==> src/rtl/button_debouncer_pkg.sv <==
// Shared definitions for the push-button conditioning path.
// State codes are Gray-ordered so each legal transition flips a single bit.
package button_debouncer_pkg;

  typedef enum logic [1:0] {
    IDLE    = 2'b00,
    ARM_HI  = 2'b01,
    PRESSED = 2'b11,
    ARM_LO  = 2'b10
  } btn_state_t;

  localparam int DEBOUNCE_CYCLES_DEF = 500000;
  localparam int SYNC_STAGES_DEF     = 2;
  localparam int CNT_W_DEF           = 20;

endpackage

==> src/rtl/sync_ff_chain.sv <==
// Multi-flop synchronizer for a single asynchronous bit.
// Generic so that any future asynchronous input can reuse it.
module sync_ff_chain #(
  parameter int SYNC_STAGES = 2
) (
  input  logic clk,
  input  logic reset,
  input  logic d,
  output logic q
);

  logic [SYNC_STAGES-1:0] chain;

  always_ff @(posedge clk or posedge reset) begin
    if (reset) begin
      chain <= '0;
    end else begin
      chain <= {chain[SYNC_STAGES-2:0], d};
    end
  end

  assign q = chain[SYNC_STAGES-1];

endmodule

==> src/rtl/button_debouncer.sv <==
// Turns a bouncing button pin into a clean level plus one-cycle press/release pulses.
// A new level is accepted only after DEBOUNCE_CYCLES consecutive stable synchronized samples.
module button_debouncer
  import button_debouncer_pkg::*;
#(
  parameter int SYNC_STAGES     = SYNC_STAGES_DEF,
  parameter int DEBOUNCE_CYCLES = DEBOUNCE_CYCLES_DEF,
  parameter int CNT_W           = CNT_W_DEF
) (
  input  logic clk,
  input  logic reset,
  input  logic btn_raw,
  output logic btn_level,
  output logic press_pulse,
  output logic release_pulse
);

  localparam logic [CNT_W-1:0] CNT_LAST = CNT_W'(DEBOUNCE_CYCLES - 1);

  logic             s;
  btn_state_t       state;
  logic [CNT_W-1:0] cnt;

  sync_ff_chain #(
    .SYNC_STAGES(SYNC_STAGES)
  ) u_sync (
    .clk  (clk),
    .reset(reset),
    .d    (btn_raw),
    .q    (s)
  );

  // The bounce check is evaluated before the terminal count, so an opposite
  // sample on the qualifying cycle still cancels the transition.
  always_ff @(posedge clk or posedge reset) begin
    if (reset) begin
      state         <= IDLE;
      cnt           <= '0;
      btn_level     <= 1'b0;
      press_pulse   <= 1'b0;
      release_pulse <= 1'b0;
    end else begin
      press_pulse   <= 1'b0;
      release_pulse <= 1'b0;
      case (state)
        IDLE: begin
          if (s) begin
            state <= ARM_HI;
            cnt   <= '0;
          end
        end
        ARM_HI: begin
          if (!s) begin
            state <= IDLE;
            cnt   <= '0;
          end else if (cnt == CNT_LAST) begin
            state       <= PRESSED;
            btn_level   <= 1'b1;
            press_pulse <= 1'b1;
          end else begin
            cnt <= cnt + 1'b1;
          end
        end
        PRESSED: begin
          if (!s) begin
            state <= ARM_LO;
            cnt   <= '0;
          end
        end
        ARM_LO: begin
          if (s) begin
            state <= PRESSED;
            cnt   <= '0;
          end else if (cnt == CNT_LAST) begin
            state         <= IDLE;
            btn_level     <= 1'b0;
            release_pulse <= 1'b1;
          end else begin
            cnt <= cnt + 1'b1;
          end
        end
        default: begin
          state     <= IDLE;
          cnt       <= '0;
          btn_level <= 1'b0;
        end
      endcase
    end
  end

endmodule

==> config.mk <==
export PLATFORM = sky130hd
export DESIGN_NAME = button_debouncer
export DESIGN_NICKNAME = d
export VERILOG_FILES = /design/src/rtl/button_debouncer_pkg.sv /design/src/rtl/sync_ff_chain.sv /design/src/rtl/button_debouncer.sv
export SDC_FILE = /design/constraint.sdc
export NUM_CORES = 1
export LEC_CHECK = 0
export ABC_CLOCK_PERIOD_IN_PS = 2400
export CORE_ASPECT_RATIO = 0.8
export CORE_UTILIZATION = 60
export CTS_CLUSTER_SIZE = 28
export DETAILED_ROUTE_END_ITERATION = 7
export PLACE_DENSITY = 0.87
export SLEW_MARGIN = 0
export SYNTH_ARGS = -nofsm -noshare
export SYNTH_HDL_FRONTEND = slang
export SYNTH_SLANG_ARGS = --single-unit
==> constraint.sdc <==
create_clock -name clk -period 2.4 [get_ports clk]
set_clock_uncertainty 0.05 [all_clocks]
set_input_delay 0.72 -clock clk [delete_from_list [all_inputs] [get_ports clk]]
set_output_delay 0.72 -clock clk [all_outputs]
set_load 0.01 [all_outputs]
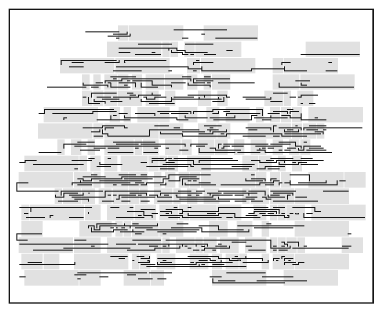
**Above:** run 1 (metal 1).
Scale: 6 px per micron. Cells faint in the background.
longest straight run: 17.5 microns
share of all routed wire: 44%

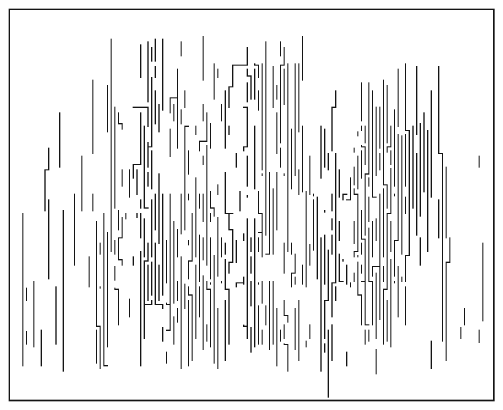
**Above:** run 1 (the metal 2 layer).
Scale: 8 px per micron.
main direction: vertical
nets with wire on the layer: 154
longest straight run: 26.5 microns

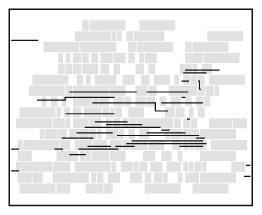
**Above:** run 1 (metal 3).
Scale: 4 px per micron. Cells faint in the background.
wire length on this layer: 273 microns
share of all routed wire: 7.4%
GR Util met3: 8.02%
WL final: 3.69 mm

==> reports/qor.yml, run 1 <==
overflow: 0
worstHoldPathType: "flop to flop"
power_frac_comb_pct: 45.3
ys_chip_area_sq_um: 1640
cts_max_path_buffers: 2
top_area_cell: "dfrtp_1"
yosysTopAreaCellShare_pct: 41.3
final_max_slew_viol_count: 0
gp_congestion: 0.963
synth_area_sq_um: 1640
yosysWarningCount: 0
die_w_microns: 60.4
grt_pass1_wl_mm: 6.21
switching_share_pct: 42.1
rsz0062_at_grt: "no"
synthesis.nets: 175
synthArstFlopShare_pct: 100
grt_util_met2_pct: 43.0
coreArea_sq_um: 2520
cts.reportedPaths.clkPinSlew_ns: 0.14
hold_start: "u_sync.chain[0]"
cap_violations: 0
first_global_vias: 1346
io_buffers: 5
synth_seq_share_pct: 41.3
grt_usage_pct: 28.2
r2r_slack_ns: 0.26
cts_sinks: 27
critPathBufInv: 0
fin_nets: 184
ir_worst_vdd_mv: 0.836
die-height_microns: 48.7
period_minus_slack_ns: 2.14
vias: 1361
top_usage_layer: "met2"
cts_max_level: 1
cts_root_buf: "clkbuf_4"
ant_nets: 0
crit_start: "cnt[0]"
regToRegStartpoint: "cnt[0]"
synth.distinct_cells: 48
finalCritPeriodShare_pct: 89.1
antenna_found_initial: 0
finalHoldViolCount: 0
setup_viol_count_final: 0
edf_count: 0
cts_tree: "yes"
top_cells_by_area: "dfrtp_1 (41%), nand2_1 (3.9%), ha_1 (3.8%)"
drive_gt1_share_pct: 14.3
final_cell_count_no_fill: 211
cts-resized-gates: 0
gr-usage-met1_pct: 38.2
area_growth_pct: 6.80
num_antenna_cells: 0
pwr-share-clk_pct: 15.2
warnings: 29
grt_max_degree: 28
syn_area_per_cell_sq_um: 9.80
ff_type: "dfrtp_1"
tns_ns: 0
clock_latency_ns: 0.33
drt-wirelength-per-cell_microns: 17.5
endpoint_kind: "flop"
tightest_slew_ns: 0.627
drt_iter0_markers: 90
cts_buffers: 3
outcome: "finished, final reports clean"
run 1: metrics by stage:
stage	hold slack (ns)	util, %	setup WS [ns]	instance area, sq um
3_3_place_gp	0.293	68.3	0.440	1720
6_report	0.330	69.3	0.262	1750
2_1_floorplan	0.281	-	0.526	1640
4_1_cts	0.331	69.3	0.308	1750
5_1_grt	0.338	69.3	0.180	1750
3_5_place_dp	0.293	68.3	0.332	1720
run 1: flip-flops by register name, indices dropped and copies added (netlist names):
signal,count
btn_level,1
cnt,20
press_pulse,1
release_pulse,1
state,2
u_sync.chain,2
run 1: placed cells by master, fill, tap and decap left out, types with 2 or more instances in the layout:
cell type        instances
a21oi_1                 11
a21oi_2                  2
and3_1                   3
and4_1                   3
and4_4                   2
buf_4                    3
clkbuf_4                 3
clkdlybuf4s50_1          5
dfrtp_1                 27
ha_1                     5
inv_1                    6
mux2i_1                  2
nand2_1                 17
nand2_2                  2
nand2b_1                 2
nand3_1                 12
nand4_1                  5
nor2_1                  11
nor3_1                   4
nor4b_1                  2
o21ai_0                  8
o21ai_1                  3
o31a_1                   2
o31ai_1                  3
o31ai_2                  2
or3_1                    3
xnor2_1                  3
xor2_1                   2
run 1: area by class of cell:
class	count	share of cell area [%]
clock buffer	4	1.50
tap	36	2.58
inverter	6	1.29
timing repair buffer	8	4.15
sequential	27	38.7
multi-input combinational	130	51.8
run 1: worst paths after layout:
check                             endpoint  cells after the start
hold / removal             u_sync.chain[1]                      0
min in group asynchronous        btn_level                      3
hold reg to reg            u_sync.chain[1]                      0
setup / recovery                  state[1]                      6
setup reg to reg                  state[1]                      6
max in group asynchronous          cnt[12]                      3
run 1: power by group through the flow:
| stage | sequential, W | combinational [W] | clock (W) |
|---|---|---|---|
| after floorplan | 0.000530 | 0.000456 | 0 |
| after CTS | 0.000531 | 0.000601 | 0.000204 |
| after global routing | 0.000536 | 0.000660 | 0.000225 |
| after global placement | 0.000533 | 0.000551 | 0 |
| after detailed placement | 0.000540 | 0.000594 | 0 |
| final | 0.000532 | 0.000610 | 0.000204 |
run 1: cell families (layout without fill, tap and decap cells):
family,Yosys count,count (layout),share of synthesized area [%]
and+or+nand+nor,76,76,28.4
xor gates and xnor gates,5,5,2.68
AOI/OAI and AO/OA,38,38,16.1
adders and majority gates,5,5,3.82
muxes,6,6,4.36
DFF,27,27,41.3
buffers and inverters,10,18,3.36
run 1: routing by layer:
metal,part of all wire [%],vias up,wire [microns]
li1,-,635,-
met5,0,-,0
met2,47,62,1750
met1,44,654,1620
met4,1.3,0,48
met3,7.4,10,273
==> run 1 -> run 2 <==
Settings changed: CAP_MARGIN set to 30, SKIP_CTS_REPAIR_TIMING set to 1.
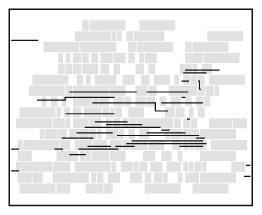
**Above:** run 2 (metal 3).
Scale: 4 px per micron. Cells faint in the background.
Vias: 1,361

==> run 2 against run 1 <==
- worst hold slack did not move
- sequential share of layout area is the same
- synthesized area stayed put
==> reports/qor.yml, run 2 <==
outcome: "finished, final reports clean"
coreArea_sq_um: 2520
cts_buffers: 3
grt_usage_pct: 28.2
worstHoldEndpoint: "u_sync.chain[1]"
drcViolationCount: 0
io_buffers: 5
edf_count: 0
synth_area_sq_um: 1640
area_growth_pct: 6.80
criticalPathCategory: "flop to flop"
first_global_vias: 1346
drive_gt1_share_pct: 14.3
dp_hpwl_mm: 2.71
p_leak_nw: 0.727
switching_share_pct: 42.1
fin_nets: 184
grt_max_degree: 28
reg2reg_to: "state[1]"
yosysCellCount: 167
clock_latency_ns: 0.33
ys_chip_area_sq_um: 1640
ant_nets: 0
wl_mm: 3.69
r2r_slack_ns: 0.26
antenna_found_initial: 0
cts_max_path_buffers: 2
ff_type: "dfrtp_1"
cts_root_buf: "clkbuf_4"
yosysTopAreaCellShare_pct: 41.3
top_cells_by_area: "dfrtp_1 (41%), nand2_1 (3.9%), ha_1 (3.8%)"
tns_ns: 0
pwr-share-clk_pct: 15.2
ir_worst_vdd_mv: 0.836
dr.pass1.iters: 5
yosysWarningCount: 0
setup_viol_count_final: 0
lay_top_cells: "dfrtp_1 (27), nand2_1 (17), nand3_1 (12), a21oi_1 (11), nor2_1 (11)"
warnings: 29
gp_congestion: 0.963
powerDensity_nw_per_um2: 770
p_int_w: 0.000780
rsz0062_at_grt: "no"
netlist_top_cells_count: "dfrtp_1 (27), nand2_1 (17), nand3_1 (12)"
finalHoldViolCount: 0
fillCellCount: 203
synthMostInstantiatedCell: "dfrtp_1"
worstHoldPathType: "flop to flop"
die-height_microns: 48.7
largestRegisters: "cnt x20, state x2, u_sync.chain x2"
synthesis.nets: 175
power_frac_comb_pct: 45.3
cp.required_ns: 2.58
fmaxAchievable_ghz: 0.468
drt-wirelength-per-cell_microns: 17.5
cts_tree: "yes"
tightest_slew_ns: 0.627
synth.distinct_cells: 48
register_area_sq_um: 676
num_antenna_cells: 0
period_minus_slack_ns: 2.14
final_max_slew_viol_count: 0
drt_iter0_markers: 90
hold_start: "u_sync.chain[0]"
synth_seq_share_pct: 41.3
regMostFlops: "cnt"
min_path_cells: 0
cap_violations: 0
cts.reportedPaths.clkPinSlew_ns: 0.14
largest_reg_flops: 20
ys.flops: 27
syn_area_per_cell_sq_um: 9.80
cts_sinks: 27
endpoint_kind: "flop"
rows: 16
cts_max_level: 1
lay_top_count: "dfrtp_1"
top_area_cell: "dfrtp_1"
synthArstFlopShare_pct: 100
finalCritPeriodShare_pct: 89.1
r2r_cells: 6
overflow: 0
die_w_microns: 60.4
p_switching_w: 0.000566
whs_ns: 0.330
regToRegStartpoint: "cnt[0]"
grt_pass1_wl_mm: 6.21
ios: 6
power_w: 0.00135
viasPerCell: 6.45
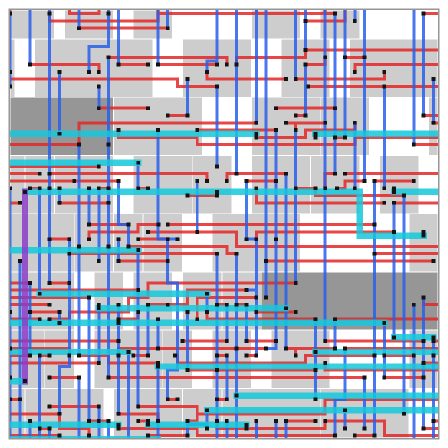
**Above:** run 2 (a small window of the routed layout).
Window x 20 to 40, y 14 to 34 microns. Cells in gray, sequential cells in the stronger gray; small squares are vias.
| layer | color |
|---|---|
| M1 | red |
| M2 | blue |
| M3 | cyan |
| M4 | purple |
cells with their middle in the window: 38
most frequent: nand2_1 (4), a21oi_1 (4), and4_1 (3)
netlist names of flops here include: cnt (2)
sequential cells in the window: 2

[run 2: cell counts after synthesis]
Identical to the previous run, type by type.
[run 2: worst max-delay path by stage]
stage	from	slack [ns]	end
2_1_floorplan	cnt[0]	0.53	state[1]
3_3_place_gp	cnt[0]	0.44	state[1]
3_5_place_dp	cnt[0]	0.33	state[1]
4_1_cts	cnt[0]	0.31	state[1]
5_1_grt	state[0]	0.18	cnt[18]
6_report	cnt[0]	0.26	state[1]
[run 2: logic make-up (layout without fill, tap and decap cells)]
logic type	count (synthesis)	in the layout	share of synthesized area, %
adder cells (fa/ha/maj)	5	5	3.82
AND-OR/OR-AND	38	38	16.1
buffers and inverters	10	18	3.36
flip-flops	27	27	41.3
AND/OR/NAND/NOR	76	76	28.4
multiplexers	6	6	4.36
XOR/XNOR	5	5	2.68
[run 2: critical path: stages (launching register included)]
cell and delay, ns:
dfrtp_1 0.41, ha_1 0.31, and4_1 0.27, and4b_2 0.31, nand2_4 0.11, a21oi_2 0.22, mux2_1 0.35
[run 2: area by class of cell]
| cell class | count | area share (%) |
|---|---|---|
| well taps | 36 | 2.58 |
| clock buffers | 4 | 1.50 |
| inverters | 6 | 1.29 |
| repair buffers | 8 | 4.15 |
| flip-flops and latches | 27 | 38.7 |
| multi-input cells | 130 | 51.8 |
[run 2: layer usage]
| metal | share of wire, % | track usage [%] |
|---|---|---|
| met3 | 7.4 | 8.02 |
| met5 | 0 | 0 |
| met1 | 44 | 38.2 |
| met2 | 47 | 43.0 |
| met4 | 1.3 | 8.91 |
[run 2: metrics by stage]
| stage | worst slack (ns) | utilization (%) | cell area [sq um] | instances |
|---|---|---|---|---|
| floorplan | 0.526 | - | 1640 | 167 |
| global placement | 0.440 | 68.3 | 1720 | 207 |
| detailed placement | 0.332 | 68.3 | 1720 | 207 |
| CTS | 0.308 | 69.3 | 1750 | 211 |
| global route | 0.180 | 69.3 | 1750 | 211 |
| finish | 0.262 | 69.3 | 1750 | 211 |
[run 2: power by group through the flow]
stage	logic [W]	registers, W	clock network, W
after CTS	0.000601	0.000531	0.000204
after global placement	0.000551	0.000533	0
after detailed placement	0.000594	0.000540	0
final	0.000610	0.000532	0.000204
after floorplan	0.000456	0.000530	0
after global routing	0.000660	0.000536	0.000225
==> run 2 -> run 3 <==
Settings changed: REMOVE_ABC_BUFFERS set to 1.
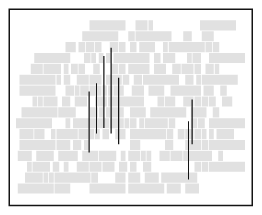
**Above:** run 3 (met4 routing).
Scale: 4 px per micron. Cells faint in the background.
main direction: vertical
share of all routed wire: 2.9%
nets with wire on the layer: 6

==> run 3 against run 2 <==
- synthesized area did not move
- total power rose by 0.16%
- wire length fell by 0.95%
- worst hold slack got worse by 0.0019 ns
- first-iteration DRC count rose by 56%
- utilization rose by 0.30 points
- largest cell class unchanged
- highest routed layer unchanged
==> reports/qor.yml, run 3 <==
outcome: "finished, final reports clean"
cts_max_level: 1
grt_use_met3_pct: 6.42
p_switching_w: 0.000560
finalHoldViolCount: 0
drt-wirelength-per-cell_microns: 17.2
cts_buffers: 3
synth_seq_share_pct: 41.3
period_minus_slack_ns: 2.09
gr-usage-met1_pct: 40.7
cts_max_path_buffers: 2
cts_tree: "yes"
synthMostInstantiatedCell: "dfrtp_1"
lay_top_count: "dfrtp_1"
netlist_top_cells_count: "dfrtp_1 (27), nand2_1 (17), nand3_1 (12)"
largest_reg_flops: 20
top_cells_by_area: "dfrtp_1 (41%), nand2_1 (3.9%), ha_1 (3.8%)"
tightest_slew_ns: 0.425
syn_area_per_cell_sq_um: 9.80
viasPerCell: 6.45
warnings: 28
fin_nets: 185
ff_type: "dfrtp_1"
first_global_vias: 1231
endpoint_kind: "flop"
setup_viol_count_final: 0
area_growth_pct: 7.26
num_antenna_cells: 0
coreArea_sq_um: 2520
cts_root_buf: "clkbuf_4"
dp_hpwl_mm: 2.67
reg2reg_to: "state[1]"
synth.distinct_cells: 48
regMostFlops: "cnt"
top_usage_layer: "met1"
fmaxAchievable_ghz: 0.479
edf_count: 0
dr.pass1.iters: 4
ir_worst_vdd_mv: 0.680
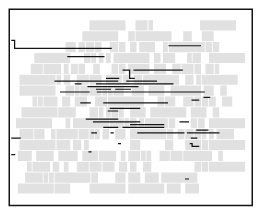
**Above:** run 3 (metal 3).
Scale: 4 px per micron. Cells faint in the background.
wire length on this layer: 266 microns
share of all routed wire: 7.3%
longest straight run: 26.7 microns
main direction: horizontal
nets with wire on the layer: 27

[run 3: cell counts after synthesis]
No cell type changed its count.
[run 3: critical path, stage by stage (launching register included)]
cell     delay (ns)
dfrtp_1        0.41
ha_1           0.27
and4_1         0.28
and4b_2        0.32
nand2_4        0.11
a21oi_2        0.20
mux2_1         0.34
[run 3: cell families after synthesis]
group / count (synthesis) / share of synthesized area [%]
DFF: 27 / 41.3
adders and majority gates: 5 / 3.82
muxes: 6 / 4.36
and+or+nand+nor: 76 / 28.4
xor gates and xnor gates: 5 / 2.68
AOI/OAI and AO/OA: 38 / 16.1
buffers and inverters: 10 / 3.36
[run 3: cell type report]
class	count	area (sq um)	share of cell area, %
tap	36	45.0	2.57
timing repair buffer	9	80.1	4.56
clock buffer	4	26.3	1.50
multi-input combinational	130	906	51.6
inverter	6	22.5	1.28
sequential	27	676	38.5
[run 3: metal layers]
metal,wire (microns),vias to the layer above
li1,-,635
met1,1640,650
met2,1640,67
met3,265,16
met4,107,0
met5,0,-
[run 3: worst max-delay path by stage]
| stage | depth (start not counted) | from | to | slack, ns |
|---|---|---|---|---|
| final | 6 | cnt[0] | state[1] | 0.31 |
| after global routing | 6 | cnt[0] | state[1] | 0.23 |
| after CTS | 6 | cnt[0] | state[1] | 0.33 |
| after detailed placement | 6 | cnt[0] | state[1] | 0.37 |
| after global placement | 6 | cnt[0] | state[1] | 0.46 |
| after floorplan | 6 | cnt[0] | state[1] | 0.53 |
[run 3: power by group through the flow]
stage	registers [W]	clock network (W)	logic [W]
6_report	0.000530	0.000206	0.000612
5_1_grt	0.000537	0.000229	0.000666
4_1_cts	0.000530	0.000214	0.000604
3_5_place_dp	0.000539	0	0.000600
3_3_place_gp	0.000533	0	0.000578
2_1_floorplan	0.000532	0	0.000437
[run 3: stage by stage]
stage               area, sq um  hold WS, ns  cells  utilization, %  worst slack (ns)
floorplan                  1600        0.281    163               -             0.526
global placement           1730        0.295    208            68.6             0.462
detailed placement         1730        0.293    208            68.6             0.368
CTS                        1760        0.332    212            69.6             0.332
global route               1760        0.336    212            69.6             0.234
finish                     1760        0.328    212            69.6             0.311
Power figures rest on the tool's default switching activity, not on a simulated workload.
